Fig. 1: run 1, power grid
Bar = 50 µm. Pins as bars on the die edge.
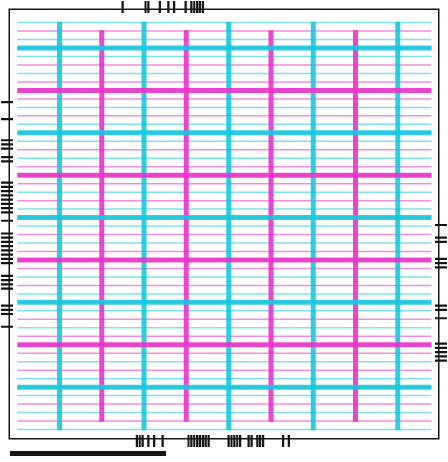
Fig. 2: run 1, cells coloured by class
Bar = 50 µm.
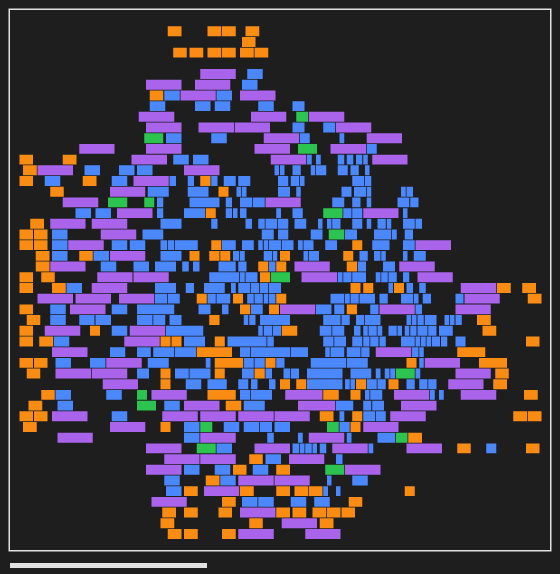
Fig. 3: run 1, clock distribution
Bar = 50 µm.
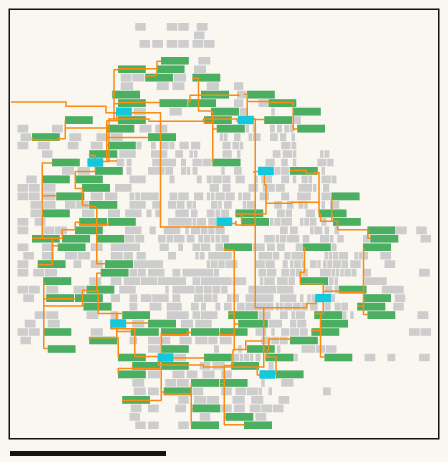
## config.mk

```make
export PLATFORM = sky130hd
export DESIGN_NAME = serpentine_chain_sequencer
export DESIGN_NICKNAME = d
export VERILOG_FILES = /design/src/rtl/serp_seq_pkg.sv /design/src/rtl/serp_dwell_timer.sv /design/src/rtl/serpentine_chain_sequencer.sv
export SDC_FILE = /design/constraint.sdc
export NUM_CORES = 1
export LEC_CHECK = 0
export CORE_MARGIN = 2
export CORE_UTILIZATION = 30
export CTS_BUF_LIST = sky130_fd_sc_hd__clkbuf_8
export DETAILED_ROUTE_END_ITERATION = 16
export PLACE_DENSITY = 0.63
export SLEW_MARGIN = 20
export SYNTH_ARGS = -nofsm -noshare
export SYNTH_HDL_FRONTEND = slang
export SYNTH_SLANG_ARGS = --single-unit
export TNS_END_PERCENT = 1
```

## constraint.sdc

```tcl
create_clock -name clk -period 3.2 [get_ports clk]
set_clock_uncertainty 0.1 [all_clocks]
set_input_delay 0.48 -clock clk [delete_from_list [all_inputs] [get_ports clk]]
set_output_delay 0.48 -clock clk [all_outputs]
set_load 0.02 [all_outputs]
```

## src/rtl/serp_seq_pkg.sv

```systemverilog
`default_nettype none
// ============================================================================
// Module      : serp_seq_pkg
// Description : Shared types and constants for the serpentine chain
//               sequencer: FSM state encoding, default fill/flush lengths
//               and the stage-index width helper.
// Revision    : 1.0 - initial release
// ============================================================================
package serp_seq_pkg;

  localparam logic [2:0] c_st_idle   = 3'd0;
  localparam logic [2:0] c_st_select = 3'd1;
  localparam logic [2:0] c_st_fill   = 3'd2;
  localparam logic [2:0] c_st_dwell  = 3'd3;
  localparam logic [2:0] c_st_flush  = 3'd4;
  localparam logic [2:0] c_st_done   = 3'd5;

  typedef enum logic [2:0] {
    IDLE   = c_st_idle,
    SELECT = c_st_select,
    FILL   = c_st_fill,
    DWELL  = c_st_dwell,
    FLUSH  = c_st_flush,
    DONE   = c_st_done
  } state_t;

  localparam int c_fill_cycles_def  = 8;
  localparam int c_flush_cycles_def = 16;

  // Stage index must also represent N_STAGES (the "whole chain" marker).
  function automatic int idx_w(input int n_stages);
    return $clog2(n_stages + 1);
  endfunction

endpackage
`default_nettype wire

```

## src/rtl/serp_dwell_timer.sv

```systemverilog
`default_nettype none
// ============================================================================
// Module      : serp_dwell_timer
// Description : Loadable down-counter shared by the fill, dwell and flush
//               phases. Load value-1 to time value cycles; zero flags the
//               final cycle of the phase. Saturates at zero (never wraps).
// Revision    : 1.0 - initial release
// ============================================================================
module serp_dwell_timer
  import serp_seq_pkg::*;
#(
  parameter int CNT_W = 16
) (
  input  logic             clk,
  input  logic             rst,
  input  logic             load,
  input  logic [CNT_W-1:0] value,
  output logic             zero
);

  logic [CNT_W-1:0] r_cnt;

  // Reload on request, otherwise count down and park at zero.
  always_ff @(posedge clk or posedge rst) begin
    if (rst) begin
      r_cnt <= '0;
    end else if (load) begin
      r_cnt <= value;
    end else if (r_cnt != '0) begin
      r_cnt <= r_cnt - CNT_W'(1);
    end
  end

  assign zero = (r_cnt == '0);

endmodule
`default_nettype wire

```

## src/rtl/serpentine_chain_sequencer.sv

```systemverilog
`default_nettype none
// ============================================================================
// Module      : serpentine_chain_sequencer
// Description : Per job, fills each enabled serpentine stage in order
//               (valve + pump), holds its dwell, then flushes the whole
//               chain. Abort jumps straight to a full-length flush.
// Revision    : 1.0 - initial release
// ============================================================================
module serpentine_chain_sequencer
  import serp_seq_pkg::*;
#(
  parameter int N_STAGES     = 4,
  parameter int CNT_W        = 16,
  parameter int FILL_CYCLES  = c_fill_cycles_def,
  parameter int FLUSH_CYCLES = c_flush_cycles_def
) (
  input  logic                         clk,
  input  logic                         rst,
  input  logic                         start_valid,
  output logic                         start_ready,
  input  logic [N_STAGES*CNT_W-1:0]    dwell_cfg,
  input  logic [N_STAGES-1:0]          skip_mask,
  input  logic                         abort,
  output logic [N_STAGES-1:0]          valve_en,
  output logic                         pump_en,
  output logic [idx_w(N_STAGES)-1:0]   stage_idx,
  output logic                         busy,
  output logic                         done,
  output logic                         aborted
);

  localparam int               IDX_W      = idx_w(N_STAGES);
  localparam logic [IDX_W-1:0] c_idx_last = IDX_W'(N_STAGES);
  localparam logic [CNT_W-1:0] c_fill_ld  = CNT_W'(FILL_CYCLES - 1);
  localparam logic [CNT_W-1:0] c_flush_ld = CNT_W'(FLUSH_CYCLES - 1);

  state_t                    r_state;
  state_t                    w_state_nxt;
  logic [IDX_W-1:0]          r_idx;
  logic [IDX_W-1:0]          w_idx_nxt;
  logic                      r_abort_seen;
  logic                      w_abort_seen_nxt;
  logic [N_STAGES*CNT_W-1:0] r_dwell;
  logic [N_STAGES-1:0]       r_skip;
  logic [CNT_W-1:0]          w_dwell_cur;
  logic                      w_skip_cur;
  logic [CNT_W-1:0]          w_load_val;
  logic                      w_load;
  logic                      w_zero;
  logic                      w_accept;
  logic                      w_abort_hit;
  logic [N_STAGES-1:0]       w_valve_sel;

  assign start_ready = (r_state == IDLE);
  assign w_accept    = start_valid & start_ready;
  assign w_abort_hit = abort & (r_state inside {SELECT, FILL, DWELL});
  assign stage_idx   = r_idx;

  serp_dwell_timer #(
    .CNT_W (CNT_W)
  ) u_timer (
    .clk   (clk),
    .rst   (rst),
    .load  (w_load),
    .value (w_load_val),
    .zero  (w_zero)
  );

  // Job configuration is captured once at accept and held for the whole job.
  always_ff @(posedge clk or posedge rst) begin
    if (rst) begin
      r_dwell <= '0;
      r_skip  <= '0;
    end else if (w_accept) begin
      r_dwell <= dwell_cfg;
      r_skip  <= skip_mask;
    end
  end

  // Look up dwell and skip bit of the current stage (nothing matches at N_STAGES).
  always_comb begin
    w_dwell_cur = '0;
    w_skip_cur  = 1'b0;
    for (int i = 0; i < N_STAGES; i++) begin
      if (r_idx == IDX_W'(i)) begin
        w_dwell_cur = r_dwell[i*CNT_W +: CNT_W];
        w_skip_cur  = r_skip[i];
      end
    end
  end

  // Next-state, stage index, abort flag and timer load decisions.
  always_comb begin
    w_state_nxt      = r_state;
    w_idx_nxt        = r_idx;
    w_abort_seen_nxt = r_abort_seen;
    w_load           = 1'b0;
    w_load_val       = '0;
    case (r_state)
      IDLE: begin
        if (w_accept) begin
          w_state_nxt      = SELECT;
          w_idx_nxt        = '0;
          w_abort_seen_nxt = 1'b0;
        end
      end
      SELECT: begin
        if (r_idx == c_idx_last) begin
          w_state_nxt = FLUSH;
          w_load      = 1'b1;
          w_load_val  = c_flush_ld;
        end else if (w_skip_cur) begin
          w_idx_nxt = r_idx + IDX_W'(1);
        end else begin
          w_state_nxt = FILL;
          w_load      = 1'b1;
          w_load_val  = c_fill_ld;
        end
      end
      FILL: begin
        if (w_zero) begin
          if (w_dwell_cur == '0) begin
            w_state_nxt = SELECT;
            w_idx_nxt   = r_idx + IDX_W'(1);
          end else begin
            w_state_nxt = DWELL;
            w_load      = 1'b1;
            w_load_val  = w_dwell_cur - CNT_W'(1);
          end
        end
      end
      DWELL: begin
        if (w_zero) begin
          w_state_nxt = SELECT;
          w_idx_nxt   = r_idx + IDX_W'(1);
        end
      end
      FLUSH: begin
        if (w_zero) begin
          w_state_nxt = DONE;
        end
      end
      DONE: begin
        w_state_nxt      = IDLE;
        w_idx_nxt        = '0;
        w_abort_seen_nxt = 1'b0;
      end
      default: begin
        w_state_nxt = IDLE;
        w_idx_nxt   = '0;
      end
    endcase

    // Abort pre-empts any fill-phase decision; the flush always runs in full.
    if (w_abort_hit) begin
      w_state_nxt      = FLUSH;
      w_abort_seen_nxt = 1'b1;
      w_load           = 1'b1;
      w_load_val       = c_flush_ld;
    end

    // FLUSH and DONE report the whole chain.
    if (w_state_nxt == FLUSH) begin
      w_idx_nxt = c_idx_last;
    end
  end

  // One-hot valve for the stage about to be filled.
  always_comb begin
    w_valve_sel = '0;
    for (int i = 0; i < N_STAGES; i++) begin
      w_valve_sel[i] = (w_idx_nxt == IDX_W'(i));
    end
  end

  // State and registered outputs, all derived from the next state.
  always_ff @(posedge clk or posedge rst) begin
    if (rst) begin
      r_state      <= IDLE;
      r_idx        <= '0;
      r_abort_seen <= 1'b0;
      valve_en     <= '0;
      pump_en      <= 1'b0;
      busy         <= 1'b0;
      done         <= 1'b0;
      aborted      <= 1'b0;
    end else begin
      r_state      <= w_state_nxt;
      r_idx        <= w_idx_nxt;
      r_abort_seen <= w_abort_seen_nxt;
      valve_en     <= (w_state_nxt == FLUSH) ? {N_STAGES{1'b1}} :
                      (w_state_nxt == FILL)  ? w_valve_sel      : '0;
      pump_en      <= (w_state_nxt == FILL) || (w_state_nxt == FLUSH);
      busy         <= (w_state_nxt != IDLE);
      done         <= (w_state_nxt == DONE);
      aborted      <= (w_state_nxt == DONE) && w_abort_seen_nxt;
    end
  end

endmodule
`default_nettype wire

```

==> results_dict.tcl, run 1 <==
# metrics dict for downstream scripts
set metrics [dict create \
    ys_async_sr_fraction 1.00 \
    power_w 0.00761 \
    fillerInstances 1614 \
    combGateArea_mm2 0.00280 \
    clk_latency_ns 0.39 \
    drc 0 \
    reg.largest.list "r_dwell: 64 flops, u_timer.r_cnt: 16 flops" \
    holdBufCountCts 0 \
    combPwrFrac 0.593 \
    violations "negative setup slack" \
    wl_met3_um 713 \
    setup_viol 5 \
    hold_viol 0 \
    yosysTopAreaCell "dfrtp_1" \
    numCtsBuffers 9 \
    firstDrtPassIters 5 \
    lay_top_cells "97 x dfrtp_1, 83 x clkdlybuf4s50_1, 64 x mux2_2" \
    grt_pass1_wl_um 22600 \
    via_per_inst 5.11 \
    mostFrequentLayoutCell "dfrtp_1" \
    holdWs_ns 0.418 \
    setup_ws_ns -0.0358 \
    top_layer "met4" \
    cp.depth 12 \
    worstRegToRegCells 12 \
    status "finished, violations left" \
    warning_count 33 \
    power.switching_w 0.00316 \
    arrival_ns 3.46 \
    clock_sinks 99 \
    vias 4223 \
    critPathCaptureType "register" \
    p_clk_frac 0.100 \
    netlist_area_mm2 0.00533 \
    maxCapViolations 0 \
    cpLargestDelayFamily "AND-OR/OR-AND gates" \
    comb-power_w 0.00451 \
    area_leaders "dfrtp_1 46%, mux2_2 14%, xnor2_1 3.0%" \
    power_density_mw_per_mm2 1070 \
    powerSeq_w 0.00234 \
    busiest_layer "met2" \
    r2r-end "valve_en[3]" \
    top_cell "dfrtp_1" \
    path_buffers 3 \
    core_area_mm2 0.0174 \
    clk_pin_slew_ns 0.10 \
    power_top_consumer "combinational cells" \
    synth.logic.top_family "AND-OR/OR-AND gates" \
    cts_tree "yes" \
    core_util_floorplan 0.307 \
    n_antenna_cell 0 \
    common_cells "99 x dfrtp_1, 64 x mux2_2, 34 x nor2_1" \
    fin_util 0.410 \
    worstHoldPathType "input pin to asynchronous set/reset pin" \
    register_area_mm2 0.00248 \
    rrSetupSlack_ns -0.04 \
    switching_share 0.415 \
    top_register "r_dwell" \
    startpoint "stage_idx[1]" \
    power_leakage_nw 2.91 \
    min_period_ns 3.24 \
    grtUsageMet3 0.0397 \
    crit_chain "inv_4 -> ha_4 -> buf_4 -> nor2b_2 -> a221o_1 -> a32oi_1 -> nand4_4 -> nor4_2 -> o211ai_1 -> o311ai_1 -> buf_4 -> a31o_1" \
    fin_area_mm2 0.00711 \
    setup_tns_ns -0.0835 \
    final_cells 826 \
    start_kind "register" \
    yosysCellCount 474 \
    chip_area_mm2 0.0189 \
    grt_usage 0.158 \
    dp_cells 792 \
    slowest_delay_ns 0.48 \
    cp.required_ns 3.42 \
    cp_max_fo 5 \
    syn_to_final_growth_pct 33.3 \
    ff_type "dfrtp_1" \
    fmax_ghz 0.309 \
    top_area_frac 0.465 \
]
About Fig. 1:
legend:
  VSS:
    colour: cyan
  VDD:
    colour: magenta
rows: 48
met5 straps: 9
signal pins: 84
met1 rails: 49
met4 straps: 9

About Fig. 2:
legend:
  other buffers and delay cells:
    colour: orange
    cells: 134
    share_of_their_area: 19%
  all other logic:
    colour: blue
    cells: 352
    share_of_their_area: 42%
  flops:
    colour: purple
    cells: 99
    share_of_their_area: 36%
  clock drivers and dummy loads:
    colour: green
    cells: 16
    share_of_their_area: 2.7%

About Fig. 3:
legend:
  cells driving clock nets:
    colour: cyan
    count: 9
  flip-flops:
    colour: green
    count: 99
  clock wires:
    colour: orange
    length: 1240 µm
flops lie: spread over the die

run 1: how the worst min path moves through the flow:
stage / startpoint / to / cells past startpoint / slack (ns)
2_1_floorplan: r_dwell[38] / r_dwell[38] / 1 / 0.37
3_3_place_gp: r_dwell[41] / r_dwell[41] / 1 / 0.39
3_5_place_dp: r_dwell[41] / r_dwell[41] / 1 / 0.39
4_1_cts: rst / r_dwell[50] / 2 / 0.42
5_1_grt: rst / r_dwell[50] / 2 / 0.43
6_report: rst / r_dwell[42] / 2 / 0.42
run 1: final cells by class:
type | count | area share
Clock buffer | 9 | 0.0174
Clock inverter | 7 | 0.00862
Inverter | 17 | 0.00986
Tap cell | 225 | 0.0396
Timing Repair Buffer | 134 | 0.182
Sequential cell | 99 | 0.349
Multi-Input combinational cell | 335 | 0.394
Fig. 4: run 1, routing congestion map
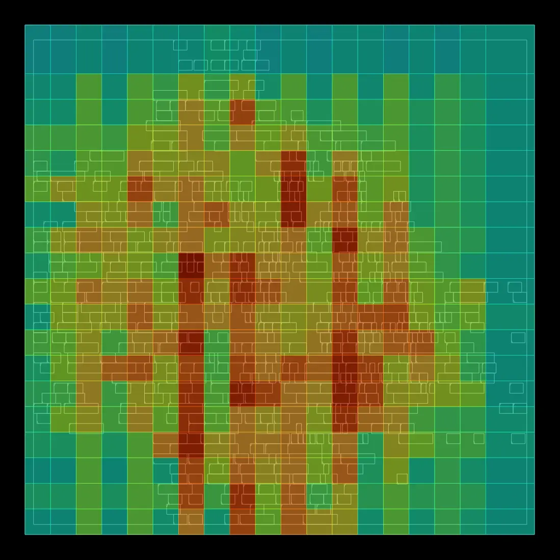

==> run 1 -> run 2 <==
--- a/config.mk
+++ b/config.mk
@@ -7,2 +7,3 @@
 export LEC_CHECK = 0
+export CAP_MARGIN = 40
 export CORE_MARGIN = 2
--- a/constraint.sdc
+++ b/constraint.sdc
@@ -4,2 +4,2 @@
 set_output_delay 0.48 -clock clk [all_outputs]
-set_load 0.02 [all_outputs]
+set_load 0.01 [all_outputs]
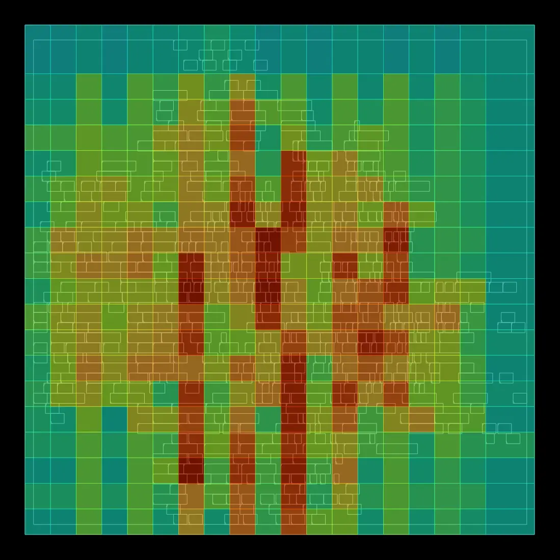
Fig. 5. Routing congestion map (run 2).
GRT met2 Usage: 0.249
Most Crowded Layer GR: met2
WL per Instance: 17.1 µm
All-Layer GR Usage: 0.155
Finished Core Util: 0.411

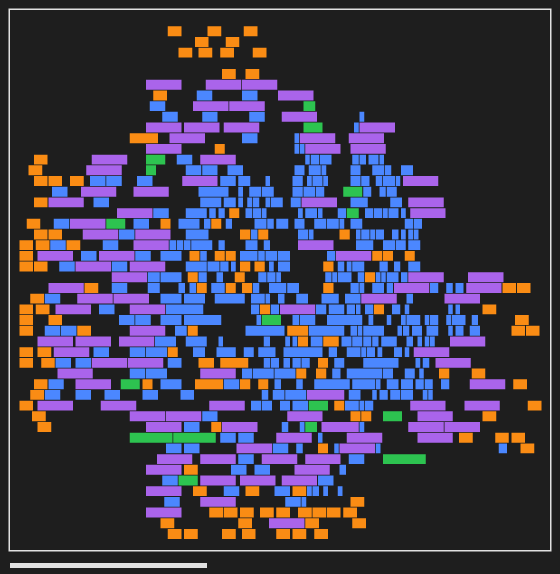
Fig. 6. Cells coloured by class (run 2).
Bar = 50 µm.
legend:
  all other logic:
    colour: blue
    cells: 352
    share_of_their_area: 42%
  other buffers and delay cells:
    colour: orange
    cells: 129
    share_of_their_area: 18%
  clock drivers and dummy loads:
    colour: green
    cells: 16
    share_of_their_area: 3.6%
  flops:
    colour: purple
    cells: 99
    share_of_their_area: 36%

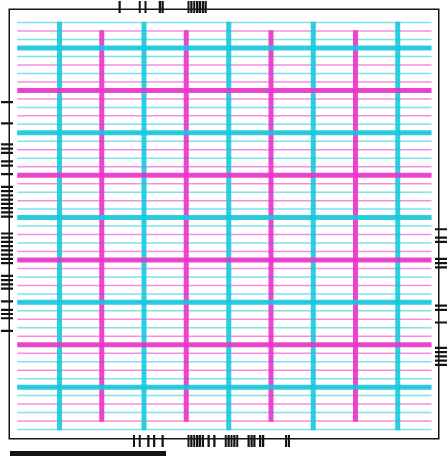
Fig. 7. Power grid (run 2).
Bar = 50 µm. Pins as bars on the die edge.
legend:
  VDD:
    colour: magenta
  VSS:
    colour: cyan
met4 straps: 9
met5 straps: 9
signal pins: 84
rows: 48

==> run 2 against run 1 <==
The run now ends clean. Final cell count fell by 0.61%. Largest cell class unchanged. Synthesized area did not move. Sequential cell count did not move. First-iteration DRC count fell by 2.7%. Register-to-register slack improved by 0.09 ns. Largest power group unchanged. Wire length fell by 2.0%.
==> results_dict.tcl, run 2 <==
# metrics dict for downstream scripts
set metrics [dict create \
    syn_to_final_growth_pct 33.8 \
    worstHoldPathCells 1 \
    final_cells 821 \
    fmax_ghz 0.318 \
    power_leakage_nw 2.92 \
    drc 0 \
    hold_viol 0 \
    power_density_mw_per_mm2 1070 \
    worstHoldPathType "register to register" \
    dp_cells 793 \
    root_buffer "clkbuf_8" \
    cp.required_ns 3.40 \
    cts_tree "yes" \
    grt_pass1_wl_um 22200 \
    synth.distinct_cells 64 \
    clk_latency_ns 0.39 \
    start_kind "register" \
    mostFrequentLayoutCell "dfrtp_1" \
    netlist_area_mm2 0.00533 \
    setup_tns_ns 0 \
    startpoint "stage_idx[0]" \
    cp.depth 12 \
    holdBufCountCts 0 \
    largest_register_ffs 64 \
    min_period_ns 3.15 \
    top_register "r_dwell" \
    status "complete, no violations" \
    warning_count 32 \
    via_per_inst 5.04 \
    firstDrtPassIters 5 \
    grtUsageMet3 0.0383 \
    vias 4134 \
    core_area_mm2 0.0174 \
    ys_async_sr_fraction 1.00 \
    top_layer "met4" \
    slowest_delay_ns 0.48 \
    yosys_warnings 0 \
    cp_max_fo 6 \
    setup_viol 0 \
    holdWs_ns 0.421 \
    cpLargestDelayFamily "AND-OR/OR-AND gates" \
    hold_path_end "r_dwell[10]" \
    numCtsBuffers 9 \
    reg.largest.list "r_dwell: 64 flops, u_timer.r_cnt: 16 flops" \
    cp-endpoint "valve_en[0]" \
    top_area_frac 0.465 \
    clk_pin_slew_ns 0.10 \
    top_cell "dfrtp_1" \
    path_buffers 1 \
    arrival_ns 3.35 \
    synth.logic.top_family "AND-OR/OR-AND gates" \
    rows 48 \
    r2r-end "valve_en[0]" \
    common_cells "99 x dfrtp_1, 64 x mux2_2, 34 x nor2_1" \
    place_area_mm2 0.00663 \
    fin_area_mm2 0.00713 \
    core_util_floorplan 0.307 \
    n_antenna_cell 0 \
    worstHoldStart "r_dwell[10]" \
    yosysTopAreaCell "dfrtp_1" \
    rrSetupSlack_ns 0.05 \
    setup_ws_ns 0.0520 \
    yosysCellCount 474 \
    maxCapViolations 0 \
    ff_type "dfrtp_1" \
    area_leaders "dfrtp_1 46%, mux2_2 14%, xnor2_1 3.0%" \
    worstRegToRegCells 12 \
]
run 2: area by class of cell:
| type | count | area [µm²] |
|---|---|---|
| well taps | 225 | 282 |
| clock buffers | 9 | 124 |
| clock inverters | 7 | 124 |
| multi-input cells | 335 | 2830 |
| repair buffers | 129 | 1230 |
| fillers | 1614 | 10200 |
| inverters | 17 | 71.3 |
| flip-flops and latches | 99 | 2480 |
run 2: where the power goes:
part	switching [W]	leakage [nW]	internal, W
combinational	0.00212	1.59	0.00219
sequential	0.000519	1.20	0.00184
clock	0.000459	0.120	0.000524
total	0.00309	2.92	0.00455
run 2: what timing repair did:
action,in CTS,in global routing
pin swaps,1,12
gates resized,6,26
buffers inserted,0,11
endpoints found under the setup margin,10,22
cloned,0,1
Power is estimated from default activity; no workload was simulated.
